<file path="src/rtl/mem_arb_pkg.sv">
`default_nettype none
// ============================================================================
// Module      : mem_arb_pkg
// Description : Shared types and constants for the two-requester memory
//               arbiter. Grant IDs identify the fetch (I) and data (D)
//               requesters; request type encodings match the memory port.
// Revision    : 1.0 - initial release
// ============================================================================
package mem_arb_pkg;

    // Grant ID recorded per issued request and used to route responses.
    typedef enum logic [0:0] {
        ARB_ID_I = 1'b0,
        ARB_ID_D = 1'b1
    } arb_id_t;

    // Memory request type encoding.
    localparam logic MEMREQ_READ  = 1'b0;
    localparam logic MEMREQ_WRITE = 1'b1;

    // Returns the requester that was not granted; used to rotate priority.
    function automatic arb_id_t arb_other(input arb_id_t id);
        return (id == ARB_ID_I) ? ARB_ID_D : ARB_ID_I;
    endfunction

endpackage : mem_arb_pkg
`default_nettype wire

</file>
<file path="src/rtl/mem_arbiter_if.sv">
`default_nettype none
// ============================================================================
// Module      : mem_arbiter_if
// Description : Bundle of every handshake/bus signal around the arbiter:
//               the fetch port (imem*), the data port (dmem*) and the shared
//               memory port (mem*).
//   master : the environment side (processor ports driving requests,
//            memory driving responses and memreq_rdy)
//   slave  : the arbiter side
// Revision    : 1.0 - initial release
// ============================================================================
interface mem_arbiter_if;

    // Fetch requester
    logic        imemreq_val;
    logic        imemreq_rdy;
    logic [31:0] imemreq_addr;
    logic        imemresp_val;
    logic [31:0] imemresp_data;

    // Data requester
    logic        dmemreq_val;
    logic        dmemreq_rdy;
    logic        dmemreq_type;
    logic [31:0] dmemreq_addr;
    logic [31:0] dmemreq_wdata;
    logic        dmemresp_val;
    logic [31:0] dmemresp_data;

    // Shared memory port
    logic        memreq_val;
    logic        memreq_rdy;
    logic        memreq_type;
    logic [31:0] memreq_addr;
    logic [31:0] memreq_wdata;
    logic        memresp_val;
    logic [31:0] memresp_data;

    modport master (
        output imemreq_val, imemreq_addr,
        input  imemreq_rdy, imemresp_val, imemresp_data,
        output dmemreq_val, dmemreq_type, dmemreq_addr, dmemreq_wdata,
        input  dmemreq_rdy, dmemresp_val, dmemresp_data,
        input  memreq_val, memreq_type, memreq_addr, memreq_wdata,
        output memreq_rdy, memresp_val, memresp_data
    );

    modport slave (
        input  imemreq_val, imemreq_addr,
        output imemreq_rdy, imemresp_val, imemresp_data,
        input  dmemreq_val, dmemreq_type, dmemreq_addr, dmemreq_wdata,
        output dmemreq_rdy, dmemresp_val, dmemresp_data,
        output memreq_val, memreq_type, memreq_addr, memreq_wdata,
        input  memreq_rdy, memresp_val, memresp_data
    );

endinterface : mem_arbiter_if
`default_nettype wire

</file>
<file path="src/rtl/mem_arb_tag_queue.sv">
`default_nettype none
// ============================================================================
// Module      : mem_arb_tag_queue
// Description : Synchronous FIFO of grant IDs, one entry per outstanding
//               memory transaction. Head is presented combinationally so the
//               response demux can use it in the cycle the response arrives.
//               A push while full is accepted when a pop happens in the same
//               cycle (the popped slot is the one being rewritten).
//   clk     in   clock
//   rst     in   synchronous active-high reset (empties the queue)
//   push    in   enqueue push_id
//   push_id in   grant ID to enqueue
//   pop     in   dequeue head
//   head    out  oldest grant ID
//   count   out  number of valid entries
// Revision    : 1.0 - initial release
// ============================================================================
module mem_arb_tag_queue
    import mem_arb_pkg::*;
#(
    parameter int DEPTH = 2
)
(
    input  wire                          clk,
    input  wire                          rst,
    input  wire                          push,
    input  var arb_id_t                  push_id,
    input  wire                          pop,
    output arb_id_t                      head,
    output logic [$clog2(DEPTH+1)-1:0]   count
);

    localparam int c_ptr_w = (DEPTH > 1) ? $clog2(DEPTH) : 1;
    localparam int c_cnt_w = $clog2(DEPTH + 1);
    localparam logic [c_ptr_w-1:0] c_last_ptr = c_ptr_w'(DEPTH - 1);
    localparam logic [c_cnt_w-1:0] c_depth    = c_cnt_w'(DEPTH);
    localparam logic [c_cnt_w-1:0] c_cnt_one  = c_cnt_w'(1);

    arb_id_t              r_mem [DEPTH];
    logic [c_ptr_w-1:0]   r_rd_ptr;
    logic [c_ptr_w-1:0]   r_wr_ptr;
    logic [c_cnt_w-1:0]   r_count;

    logic                 w_do_pop;
    logic                 w_do_push;

    // Pointer advance with explicit wrap so non-power-of-two depths work.
    function automatic logic [c_ptr_w-1:0] ptr_next(input logic [c_ptr_w-1:0] p);
        return (p == c_last_ptr) ? '0 : p + c_ptr_w'(1);
    endfunction

    // Popping an empty queue or pushing a full one without a pop are ignored.
    assign w_do_pop  = pop & (r_count != '0);
    assign w_do_push = push & ((r_count != c_depth) | w_do_pop);

    always_ff @(posedge clk) begin
        if (rst) begin
            r_rd_ptr <= '0;
            r_wr_ptr <= '0;
            r_count  <= '0;
        end else begin
            if (w_do_push) begin
                r_wr_ptr <= ptr_next(r_wr_ptr);
            end
            if (w_do_pop) begin
                r_rd_ptr <= ptr_next(r_rd_ptr);
            end
            if (w_do_push && !w_do_pop) begin
                r_count <= r_count + c_cnt_one;
            end else if (w_do_pop && !w_do_push) begin
                r_count <= r_count - c_cnt_one;
            end
        end
    end

    // Storage needs no reset: entries are only read while counted as valid.
    always_ff @(posedge clk) begin
        if (w_do_push) begin
            r_mem[r_wr_ptr] <= push_id;
        end
    end

    assign head  = r_mem[r_rd_ptr];
    assign count = r_count;

endmodule : mem_arb_tag_queue
`default_nettype wire

</file>
<file path="src/rtl/mem_arbiter.sv">
`default_nettype none
// ============================================================================
// Module      : mem_arbiter
// Description : Shares one in-order memory port between an instruction-fetch
//               requester and a data requester. Requests are granted
//               round-robin, the grant ID of every issued request is queued,
//               and each in-order response is routed back to its issuer.
//               Outstanding transactions are bounded by P_MAX_INFLIGHT.
//   clk  in   clock
//   rst  in   synchronous active-high reset
//   bus  --   mem_arbiter_if.slave: imem*, dmem* and mem* handshakes
//   err  out  sticky flag: a memory response arrived with nothing in flight
// Revision    : 1.0 - initial release
// ============================================================================
module mem_arbiter
    import mem_arb_pkg::*;
#(
    parameter int P_MAX_INFLIGHT = 2
)
(
    input  wire             clk,
    input  wire             rst,
    mem_arbiter_if.slave    bus,
    output logic            err
);

    localparam int c_cnt_w = $clog2(P_MAX_INFLIGHT + 1);
    localparam logic [c_cnt_w-1:0] c_max_inflight = c_cnt_w'(P_MAX_INFLIGHT);

    arb_id_t              r_prio;
    logic                 r_err;

    arb_id_t              w_grant;
    arb_id_t              w_head;
    logic [c_cnt_w-1:0]   w_count;
    logic                 w_can_issue;
    logic                 w_any_req;
    logic                 w_fire;
    logic                 w_pop;
    logic                 w_stray;

    // ------------------------------------------------------------------
    // Grant selection. A lone requester always wins; a tie goes to the
    // priority pointer. Independent of memreq_rdy so memreq_val has no
    // combinational path from the memory's ready.
    // ------------------------------------------------------------------
    always_comb begin
        w_grant = r_prio;
        if (bus.imemreq_val && !bus.dmemreq_val) begin
            w_grant = ARB_ID_I;
        end else if (bus.dmemreq_val && !bus.imemreq_val) begin
            w_grant = ARB_ID_D;
        end
    end

    // A response arriving this cycle frees a slot, so a full queue can still
    // issue in the same cycle.
    assign w_can_issue = (w_count < c_max_inflight) | bus.memresp_val;
    assign w_any_req   = bus.imemreq_val | bus.dmemreq_val;

    assign bus.memreq_val   = w_can_issue & w_any_req;
    assign bus.memreq_type  = (w_grant == ARB_ID_D) ? bus.dmemreq_type  : MEMREQ_READ;
    assign bus.memreq_addr  = (w_grant == ARB_ID_D) ? bus.dmemreq_addr  : bus.imemreq_addr;
    assign bus.memreq_wdata = (w_grant == ARB_ID_D) ? bus.dmemreq_wdata : 32'h0;

    assign w_fire          = bus.memreq_val & bus.memreq_rdy;
    assign bus.imemreq_rdy = w_fire & (w_grant == ARB_ID_I);
    assign bus.dmemreq_rdy = w_fire & (w_grant == ARB_ID_D);

    // ------------------------------------------------------------------
    // Response routing: the queue head names the issuer of the oldest
    // outstanding request. Responses with nothing outstanding are dropped.
    // ------------------------------------------------------------------
    assign w_pop   = bus.memresp_val & (w_count != '0);
    assign w_stray = bus.memresp_val & (w_count == '0);

    assign bus.imemresp_val  = w_pop & (w_head == ARB_ID_I);
    assign bus.dmemresp_val  = w_pop & (w_head == ARB_ID_D);
    assign bus.imemresp_data = bus.memresp_data;
    assign bus.dmemresp_data = bus.memresp_data;

    mem_arb_tag_queue #(
        .DEPTH   (P_MAX_INFLIGHT)
    ) u_tag_queue (
        .clk     (clk),
        .rst     (rst),
        .push    (w_fire),
        .push_id (w_grant),
        .pop     (w_pop),
        .head    (w_head),
        .count   (w_count)
    );

    // ------------------------------------------------------------------
    // Priority pointer and sticky error. Priority only rotates on an
    // actual issue so a stalled grant stays with the same requester.
    // ------------------------------------------------------------------
    always_ff @(posedge clk) begin
        if (rst) begin
            r_prio <= ARB_ID_D;
            r_err  <= 1'b0;
        end else begin
            if (w_fire) begin
                r_prio <= arb_other(w_grant);
            end
            if (w_stray) begin
                r_err <= 1'b1;
            end
        end
    end

    assign err = r_err;

endmodule : mem_arbiter
`default_nettype wire

</file>
<file path="src/flat_wrapper.sv">
// flat-port wrapper written by rule: the top's interface ports become plain ports
module mem_arbiter_flat import mem_arb_pkg::*;
#(
    parameter int P_MAX_INFLIGHT = 2
)
  (clk, rst, err, bus_imemreq_val, bus_imemreq_addr, bus_imemreq_rdy, bus_imemresp_val, bus_imemresp_data, bus_dmemreq_val, bus_dmemreq_type, bus_dmemreq_addr, bus_dmemreq_wdata, bus_dmemreq_rdy, bus_dmemresp_val, bus_dmemresp_data, bus_memreq_val, bus_memreq_type, bus_memreq_addr, bus_memreq_wdata, bus_memreq_rdy, bus_memresp_val, bus_memresp_data);
  mem_arbiter_if bus_i ();
  input  wire clk;
  input  wire rst;
  output logic err;
  input wire logic [$bits(bus_i.imemreq_val)-1:0] bus_imemreq_val;
  input wire logic [$bits(bus_i.imemreq_addr)-1:0] bus_imemreq_addr;
  output wire logic [$bits(bus_i.imemreq_rdy)-1:0] bus_imemreq_rdy;
  output wire logic [$bits(bus_i.imemresp_val)-1:0] bus_imemresp_val;
  output wire logic [$bits(bus_i.imemresp_data)-1:0] bus_imemresp_data;
  input wire logic [$bits(bus_i.dmemreq_val)-1:0] bus_dmemreq_val;
  input wire logic [$bits(bus_i.dmemreq_type)-1:0] bus_dmemreq_type;
  input wire logic [$bits(bus_i.dmemreq_addr)-1:0] bus_dmemreq_addr;
  input wire logic [$bits(bus_i.dmemreq_wdata)-1:0] bus_dmemreq_wdata;
  output wire logic [$bits(bus_i.dmemreq_rdy)-1:0] bus_dmemreq_rdy;
  output wire logic [$bits(bus_i.dmemresp_val)-1:0] bus_dmemresp_val;
  output wire logic [$bits(bus_i.dmemresp_data)-1:0] bus_dmemresp_data;
  output wire logic [$bits(bus_i.memreq_val)-1:0] bus_memreq_val;
  output wire logic [$bits(bus_i.memreq_type)-1:0] bus_memreq_type;
  output wire logic [$bits(bus_i.memreq_addr)-1:0] bus_memreq_addr;
  output wire logic [$bits(bus_i.memreq_wdata)-1:0] bus_memreq_wdata;
  input wire logic [$bits(bus_i.memreq_rdy)-1:0] bus_memreq_rdy;
  input wire logic [$bits(bus_i.memresp_val)-1:0] bus_memresp_val;
  input wire logic [$bits(bus_i.memresp_data)-1:0] bus_memresp_data;
  assign bus_i.imemreq_val = bus_imemreq_val;
  assign bus_i.imemreq_addr = bus_imemreq_addr;
  assign bus_imemreq_rdy = bus_i.imemreq_rdy;
  assign bus_imemresp_val = bus_i.imemresp_val;
  assign bus_imemresp_data = bus_i.imemresp_data;
  assign bus_i.dmemreq_val = bus_dmemreq_val;
  assign bus_i.dmemreq_type = bus_dmemreq_type;
  assign bus_i.dmemreq_addr = bus_dmemreq_addr;
  assign bus_i.dmemreq_wdata = bus_dmemreq_wdata;
  assign bus_dmemreq_rdy = bus_i.dmemreq_rdy;
  assign bus_dmemresp_val = bus_i.dmemresp_val;
  assign bus_dmemresp_data = bus_i.dmemresp_data;
  assign bus_memreq_val = bus_i.memreq_val;
  assign bus_memreq_type = bus_i.memreq_type;
  assign bus_memreq_addr = bus_i.memreq_addr;
  assign bus_memreq_wdata = bus_i.memreq_wdata;
  assign bus_i.memreq_rdy = bus_memreq_rdy;
  assign bus_i.memresp_val = bus_memresp_val;
  assign bus_i.memresp_data = bus_memresp_data;
  mem_arbiter #(.P_MAX_INFLIGHT(P_MAX_INFLIGHT)) u_core (.clk(clk), .rst(rst), .bus(bus_i), .err(err));
endmodule
</file>
<file path="config.mk">
export PLATFORM = sky130hd
export DESIGN_NAME = mem_arbiter_flat
export DESIGN_NICKNAME = d
export VERILOG_FILES = /design/src/rtl/mem_arb_pkg.sv /design/src/rtl/mem_arbiter_if.sv /design/src/rtl/mem_arb_tag_queue.sv /design/src/rtl/mem_arbiter.sv /design/src/flat_wrapper.sv
export SDC_FILE = /design/constraint.sdc
export NUM_CORES = 1
export LEC_CHECK = 0
export CAP_MARGIN = 20
export CORE_AREA = 2 2 104 106
export CTS_CLUSTER_DIAMETER = 50
export DETAILED_ROUTE_END_ITERATION = 10
export DIE_AREA = 0 0 106 108
export PLACE_DENSITY = 0.75
export SYNTH_ARGS = -nofsm -noshare
export SYNTH_HDL_FRONTEND = slang
export SYNTH_HIERARCHICAL = 1
export SYNTH_SLANG_ARGS = --single-unit
</file>
<file path="constraint.sdc">
create_clock -name clk -period 1.8 [get_ports clk]
set_input_delay 0.36 -clock clk [delete_from_list [all_inputs] [get_ports clk]]
set_output_delay 0.36 -clock clk [all_outputs]
set_load 0.1 [all_outputs]
</file>
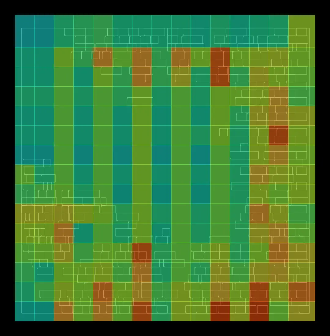
**Above:** run 1 (routing congestion).
met2 Use GR: 22.0%
post-layout util: 42.0%
GR met3 Demand/Resource: 4.64%
Most Crowded Layer GR: met2

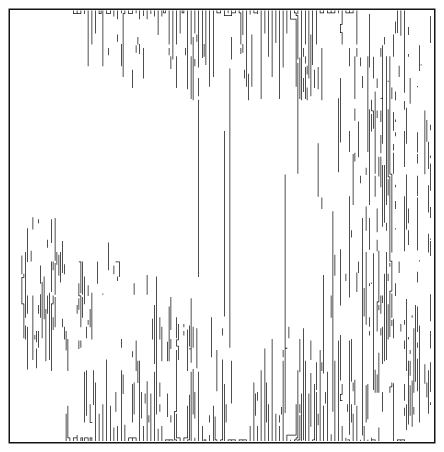
**Above:** run 1 (met2 routing).
(4 px per um)
main direction: vertical
wire length on this layer: 3,800 um
Total Routed Length: 6900 um
via count: 1,657

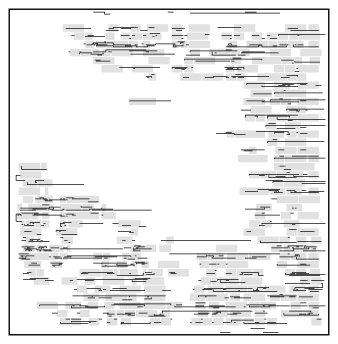
**Above:** run 1 (metal 1).
(3 px per um) Cells faint in the background.
wire length on this layer: 2,300 um
nets with wire on the layer: 346
main direction: horizontal
met1 Use GR: 11.2%

run 1: routing by layer:
layer,GRT usage [%],share of wire [%]
met4,1.97,0.85
met1,11.2,33
met3,4.64,11
met5,0,0
met2,22.0,55
run 1: power by group through the flow:
stage | Sequential [uW] | Combinational (uW) | Clock, uW
finish | 311 | 3020 | 237
floorplan | 344 | 2390 | 0
global placement | 297 | 2760 | 0
CTS | 307 | 2990 | 245
global route | 319 | 3130 | 256
detailed placement | 302 | 2790 | 0
run 1: worst register-to-register path, delay by kind of cell (launching register included):
family / cells / cell delay (ns)
XOR/XNOR: 1 / 0.14
AND/OR/NAND/NOR: 3 / 0.56
adder cells (fa/ha/maj): 1 / 0.20
flip-flops: 1 / 0.37
AND-OR/OR-AND: 3 / 0.38
run 1: Yosys cell counts, drive strengths merged, types with 2 or more instances:
library cell	count	share of area, %
a21oi	3	0.89
and2	36	13
buf	71	33
dfxtp	7	8.3
edfxtp	2	3.6
mux2	34	30
nor2	8	1.8
nor2b	4	1.5
o21ai	2	0.60
xor2	3	1.6
run 1: through the flow:
step	setup WS, ns	instance area, um^2	hold WS [ns]	util, %
after floorplan	-0.182	1750	0.429	-
after global placement	-0.549	3910	0.488	38.3
after detailed placement	-0.600	3910	0.497	38.3
after CTS	-0.298	4230	0.509	41.4
after global routing	-0.321	4290	0.411	42.0
final	-0.269	4290	0.406	42.0
run 1: how the worst min path moves through the flow:
stage,to,slack (ns),cells past startpoint,startpoint
floorplan,u_core/u_tag_queue/count[1]$_SDFFE_PP0P_,0.43,1,rst
global placement,u_core/u_tag_queue/r_rd_ptr$_SDFFE_PP0P_,0.49,2,u_core/u_tag_queue/r_rd_ptr$_SDFFE_PP0P_
detailed placement,register,0.50,2,u_core/u_tag_queue/r_rd_ptr$_SDFFE_PP0P_
CTS,register,0.51,2,u_core/u_tag_queue/r_rd_ptr$_SDFFE_PP0P_
global route,u_core/err$_SDFFE_PP0P_,0.41,3,bus_memresp_val
finish,u_core/err$_SDFFE_PP0P_,0.41,3,bus_memresp_val
run 1: final cells by class:
class,count,area share (%)
multi-input cells,100,24.6
clock buffers,3,0.962
well taps,136,3.96
clock inverters,1,0.117
inverters,1,0.0874
repair buffers,200,65.5
flip-flops and latches,9,4.78
run 1: placed cells by master (no fill, tap or decap), types with 2 or more instances in the layout:
master / netlist / final
xor2_1: 3 / 2
clkbuf_8: 0 / 3
dfxtp_1: 7 / 5
and2_4: 0 / 25
buf_12: 0 / 74
buf_2: 0 / 2
buf_4: 64 / 15
nor2_1: 8 / 8
clkdlybuf4s50_1: 0 / 99
edfxtp_1: 2 / 2
mux2_4: 32 / 32
buf_6: 7 / 2
a21oi_1: 3 / 2
and2_1: 36 / 2
mux2_2: 2 / 2
nor2b_1: 4 / 3
buf_16: 0 / 6
and2_2: 0 / 9
run 1: cells by family (layout without fill, tap and decap cells):
| logic type | after synthesis | in the layout | share of synthesized area (%) |
|---|---|---|---|
| compound gates | 8 | 8 | 3.05 |
| xor+xnor | 3 | 3 | 1.56 |
| fa+ha+maj | 2 | 2 | 1.41 |
| buf+inv | 72 | 205 | 33.5 |
| flops | 9 | 9 | 11.9 |
| mux | 34 | 34 | 29.9 |
| simple gates | 53 | 53 | 18.7 |
==> flow_summary.yaml, run 1 <==
# physical design summary
min_path:
  hold_class: "input port to register"
placement:
  port_buffers: 173
  dp_hpwl_um: 5260
  dp.cells: 432
setup_path:
  path_buffers: 3
  worstSetupPathType: "register to output pin"
  crit_path_end_kind: "output pin"
  critical_path_required_ns: 1.44
  arrival_ns: 1.71
die:
  die_h_um: 108
  placementRows: 37
outcome:
  outcome: "finished, violations left"
  violations: "setup timing"
synthesis:
  syn-num-nets: 317
  yosysCellCount: 181
routing:
  wire_per_inst_um: 15.3
  ant_nets: 0
job:
  max_cap_violations: 0
timing:
  setup_viol_count_final: 60
  grt_setup_unrepaired: "true"
  maxSlewHeadroom_pct: 80.2
  fin_skew_ns: 0.00278
  fin_ws_ns: -0.269
  finalMaxSlewViolations: 0
  fmax_mhz: 483
grt:
  first_global_vias: 1859
clock_network:
  clockBufferDepth: 2
  cts_inserted_buffers: 3
  clock-sinks: 9
  ctsHoldBuffers: 0
  path_clk_slew_ns: 0.05
power_and_ir_drop:
  swShare_pct: 50.8
  p_clk_share_pct: 6.6
==> run 1 -> run 2 <==
- CELL_PAD_IN_SITES_DETAIL_PLACEMENT: default -> 0
- CELL_PAD_IN_SITES_GLOBAL_PLACEMENT: default -> 1
- CORE_AREA: 2 2 104 106 -> default
- CORE_MARGIN: default -> 2
- CORE_UTILIZATION: default -> 12
- DIE_AREA: 0 0 106 108 -> default
- PLACE_DENSITY: 0.75 -> 0.87
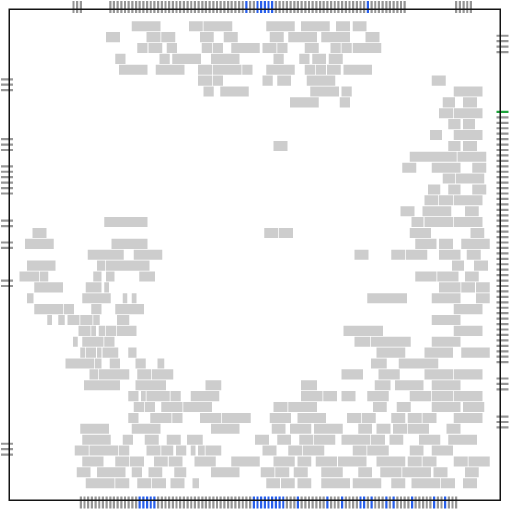
**Above:** run 2 (ports around the boundary).
(4 px per um) Pins as bars across the die edge, other pins in gray.
| port | color | pins | direction | edge |
|---|---|---|---|---|
| bus_dmemreq_type | green | 1 | input | right |
| bus_imemreq_addr | blue | 32 | input | 25 bottom, 7 top |
all pins by edge: 103 bottom, 89 top, 57 right, 21 left
# port buffers: 173
die width: 122 um

==> flow_summary.yaml, run 2 <==
# physical design summary
timing:
  maxSlewHeadroom_pct: 77.4
  fmax_mhz: 483
  setup_viol_count_final: 66
  grt_setup_unrepaired: "true"
  fin_ws_ns: -0.270
  finalMaxSlewViolations: 0
clock_network:
  clockBufferDepth: 2
  ctsHoldBuffers: 0
  path_clk_slew_ns: 0.04
  clock-sinks: 9
  cts_inserted_buffers: 3
placement:
  dp_hpwl_um: 6130
  dp_slack_ns: -0.550
synthesis:
  synthTopCellsByArea: "buf_4, mux2_4, and2_1, dfxtp_1, buf_6"
  yosysCellCount: 181
  largest_area_cell: "buf_4"
  top_cell_area_share_pct: 28.6
die:
  placementRows: 43
outcome:
  violations: "setup timing"
  outcome: "finished, violations left"
min_path:
  hold_depth: 3
  min_from: "bus_memresp_val"
routing:
  wire_per_inst_um: 14.9
  ant_nets: 0
  dr_total_vias: 1652
job:
  max_cap_violations: 0
setup_path:
  crit_path_end_kind: "output pin"
  critical_path_required_ns: 1.44
  arrival_ns: 1.71
final_layout:
  layout.cells.most_common_list: "clkdlybuf4s50_1, buf_12, mux2_4"
  mostFrequentLayoutCell: "clkdlybuf4s50_1"
grt:
  first_global_vias: 1882
==> run 2: cell counts after synthesis <==
Identical to the previous run, type by type.
==> run 2: critical path, stage by stage, from the launching register on <==
cell,delay [ns]
dfxtp_2,0.32
maj3_2,0.37
buf_6,0.17
buf_16,0.14
mux2_4,0.31
buf_12,0.17
==> run 2: cells by family (layout without fill, tap and decap cells) <==
family	Yosys count	count (layout)	synth area share (%)
adder cells (fa/ha/maj)	2	2	1.41
AND/OR/NAND/NOR	53	53	18.7
AND-OR/OR-AND	8	8	3.05
flip-flops	9	9	11.9
buffers and inverters	72	201	33.5
XOR/XNOR	3	3	1.56
multiplexers	34	34	29.9
==> run 2: stage by stage <==
stage               hold WS, ns  area (um^2)  instances  utilization, %
finish                    0.411         4250        490            30.9
global route              0.416         4250        490            30.9
CTS                       0.512         4260        489            31.0
detailed placement        0.501         3970        476            28.8
global placement          0.489         3970        476            28.8
floorplan                 0.429         1750        181               -
==> run 2: final cells by class <==
cell class | instances | area [um^2] | area share, %
repair buffers | 196 | 2730 | 64.1
multi-input cells | 100 | 1010 | 23.8
well taps | 180 | 225 | 5.30
flip-flops and latches | 9 | 203 | 4.77
clock buffers | 4 | 78.8 | 1.85
inverters | 1 | 3.75 | 0.0883
==> run 2: timing repair <==
action / 4_1_cts / 5_1_grt
pin swaps: 2 / 3
cloned: 5 / 0
setup buffers: 4 / 3
endpoints found under the setup margin: 75 / 69
hold endpoints to repair: 0 / 0
gates resized: 36 / 5
==> run 2: routing by layer <==
layer / share of wire, % / vias up / wire (um) / GRT usage (%)
met1: 33 / 766 / 2420 / 9.34
met5: 0 / - / 0 / 0
met4: 0.96 / 0 / 70 / 2.44
li1: - / 783 / - / -
met2: 57 / 93 / 4160 / 17.8
met3: 9.0 / 10 / 658 / 2.74
==> run 2: how the worst max path moves through the flow <==
stage	startpoint	end	slack (ns)	cells past startpoint
2_1_floorplan	bus_memresp_val	u_core/u_tag_queue/count[1]$_SDFFE_PP0P_	-0.18	7
3_3_place_gp	bus_imemreq_val	bus_memreq_addr[26]	-0.54	6
3_5_place_dp	bus_imemreq_val	bus_memreq_addr[30]	-0.55	6
4_1_cts	u_core/r_prio$_SDFFE_PP1P_	bus_memreq_addr[12]	-0.30	5
5_1_grt	u_core/r_prio$_SDFFE_PP1P_	bus_memreq_addr[12]	-0.33	5
6_report	u_core/r_prio$_SDFFE_PP1P_	bus_memreq_addr[12]	-0.27	5
==> run 2: report_power, final <==
group / total [uW] / switching [uW] / internal, uW
Combinational: 2940 / 1670 / 1270
Sequential: 304 / 38.9 / 265
Clock: 392 / 95.7 / 296
Total: 3640 / 1810 / 1830
==> run 2 -> run 3 <==
- SETUP_SLACK_MARGIN: default -> 0.3
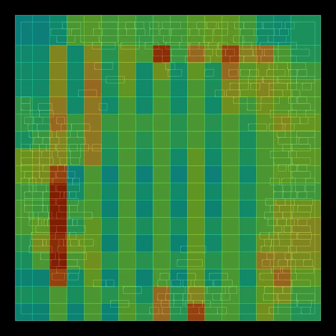
**Above:** run 3 (routing congestion).
GR met3 Demand/Resource: 3.25%
met2 Use GR: 16.6%
met1 Use GR: 10.3%
wire length per cell: 15.5 um
post-layout util: 32.0%

==> flow_summary.yaml, run 3 <==
# physical design summary
outcome:
  outcome: "finished, violations left"
  violations: "setup timing"
placement:
  port_buffers: 173
  place_area_mm2: 0.00407
setup_path:
  arrival_ns: 1.66
  crit_path_end_kind: "output pin"
  cp_top_family: "adder cells"
power_and_ir_drop:
  p_clk_share_pct: 10.1
  power.share.combinational_pct: 81.5
  swShare_pct: 49.2
  switchingPower_uw: 1910
die:
  die_h_um: 122
  dieWidth_um: 122
  placementRows: 43
final_layout:
  layout.cells.most_common_list: "clkdlybuf4s50_1, buf_12, and2_4"
  fin_area_mm2: 0.00441
grt:
  first_global_vias: 1900
timing:
  maxSlewHeadroom_pct: 79.9
  fin_ws_ns: -0.222
  setup_viol_count_final: 66
min_path:
  hold_class: "input port to register"
  hold_end: "u_core/err$_SDFFE_PP0P_"
  min_from: "bus_memresp_val"
synthesis:
  syn-num-nets: 317
  top_cell_area_share_pct: 28.6
  ys_top_cells_by_count: "buf_4, and2_1, mux2_4"
  yosysCellCount: 181
  synth.most_common_cell: "buf_4"
routing:
  ant_nets: 0
  wl_um: 7690
run 3: kinds of logic after synthesis:
kind of cell,count (synthesis),share of synthesized area (%)
adders and majority gates,2,1.41
xor gates and xnor gates,3,1.56
buffers and inverters,72,33.5
AOI/OAI and AO/OA,8,3.05
DFF,9,11.9
and+or+nand+nor,53,18.7
muxes,34,29.9
run 3: worst max path at each step:
stage                               startpoint                                  endpoint  slack (ns)  cells past startpoint
finish              u_core/r_prio$_SDFFE_PP1P_                        bus_memreq_addr[1]       -0.22                      4
global route        u_core/r_prio$_SDFFE_PP1P_                        bus_memreq_addr[1]       -0.26                      4
CTS                 u_core/r_prio$_SDFFE_PP1P_                        bus_memreq_addr[2]       -0.24                      4
detailed placement             bus_imemreq_val                        bus_memreq_addr[2]       -0.67                      6
global placement               bus_imemreq_val                       bus_memreq_addr[31]       -0.65                      6
floorplan                      bus_memresp_val  u_core/u_tag_queue/count[1]$_SDFFE_PP0P_       -0.09                      8
run 3: per-layer routing:
layer,vias up,wire length [um]
met5,-,0
met4,0,84
met3,13,920
met2,136,3880
met1,779,2800
li1,795,-
run 3: final cells by class:
class	instances	area, um^2
Clock buffer	4	78.8
Timing Repair Buffer	201	2770
Tap cell	180	225
Fill cell	1372	9360
Sequential cell	9	206
Multi-Input combinational cell	100	1120
Inverter	1	11.3
run 3: power groups by stage:
| stage | combinational (uW) | clock [uW] | sequential, uW |
|---|---|---|---|
| after floorplan | 2470 | 0 | 353 |
| after global placement | 2890 | 0 | 300 |
| after detailed placement | 2920 | 0 | 303 |
| after CTS | 3130 | 396 | 323 |
| after global routing | 3280 | 416 | 332 |
| final | 3170 | 393 | 326 |
run 3: what timing repair did:
| item | CTS | global route |
|---|---|---|
| buffers inserted | 8 | 3 |
| cloned | 3 | 0 |
| resized | 43 | 4 |
| endpoints found under the hold margin | 0 | 0 |
| pin swaps | 8 | 5 |
| setup endpoints to repair | 79 | 74 |
run 3: tightest hold or removal path: cells and delay by family:
kind / cells / cell delay [ns]
AOI/OAI and AO/OA: 1 / 0.06
and+or+nand+nor: 1 / 0.09
buffers and inverters: 1 / 0.11
run 3: per-stage QoR:
stage               cells  hold slack, ns  worst slack [ns]
floorplan             181           0.429           -0.0910
global placement      477           0.485            -0.655
detailed placement    477           0.498            -0.670
CTS                   492           0.418            -0.237
global route          495           0.444            -0.259
finish                495           0.422            -0.222

==> screenshots <==
The metal 3 layer.
(2 px per um) Cells faint in the background.
picture 1
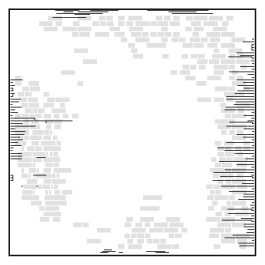
picture 2
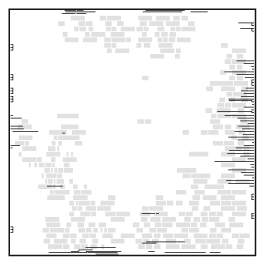
- picture 1 = run 3
- picture 2 = run 2

Key to picture 2:
wire length on this layer: 659 um
nets with wire on the layer: 76
longest straight run: 20.2 um
share of all routed wire: 9.0%

No activity file was given, so power comes from the tool's default toggle rates.
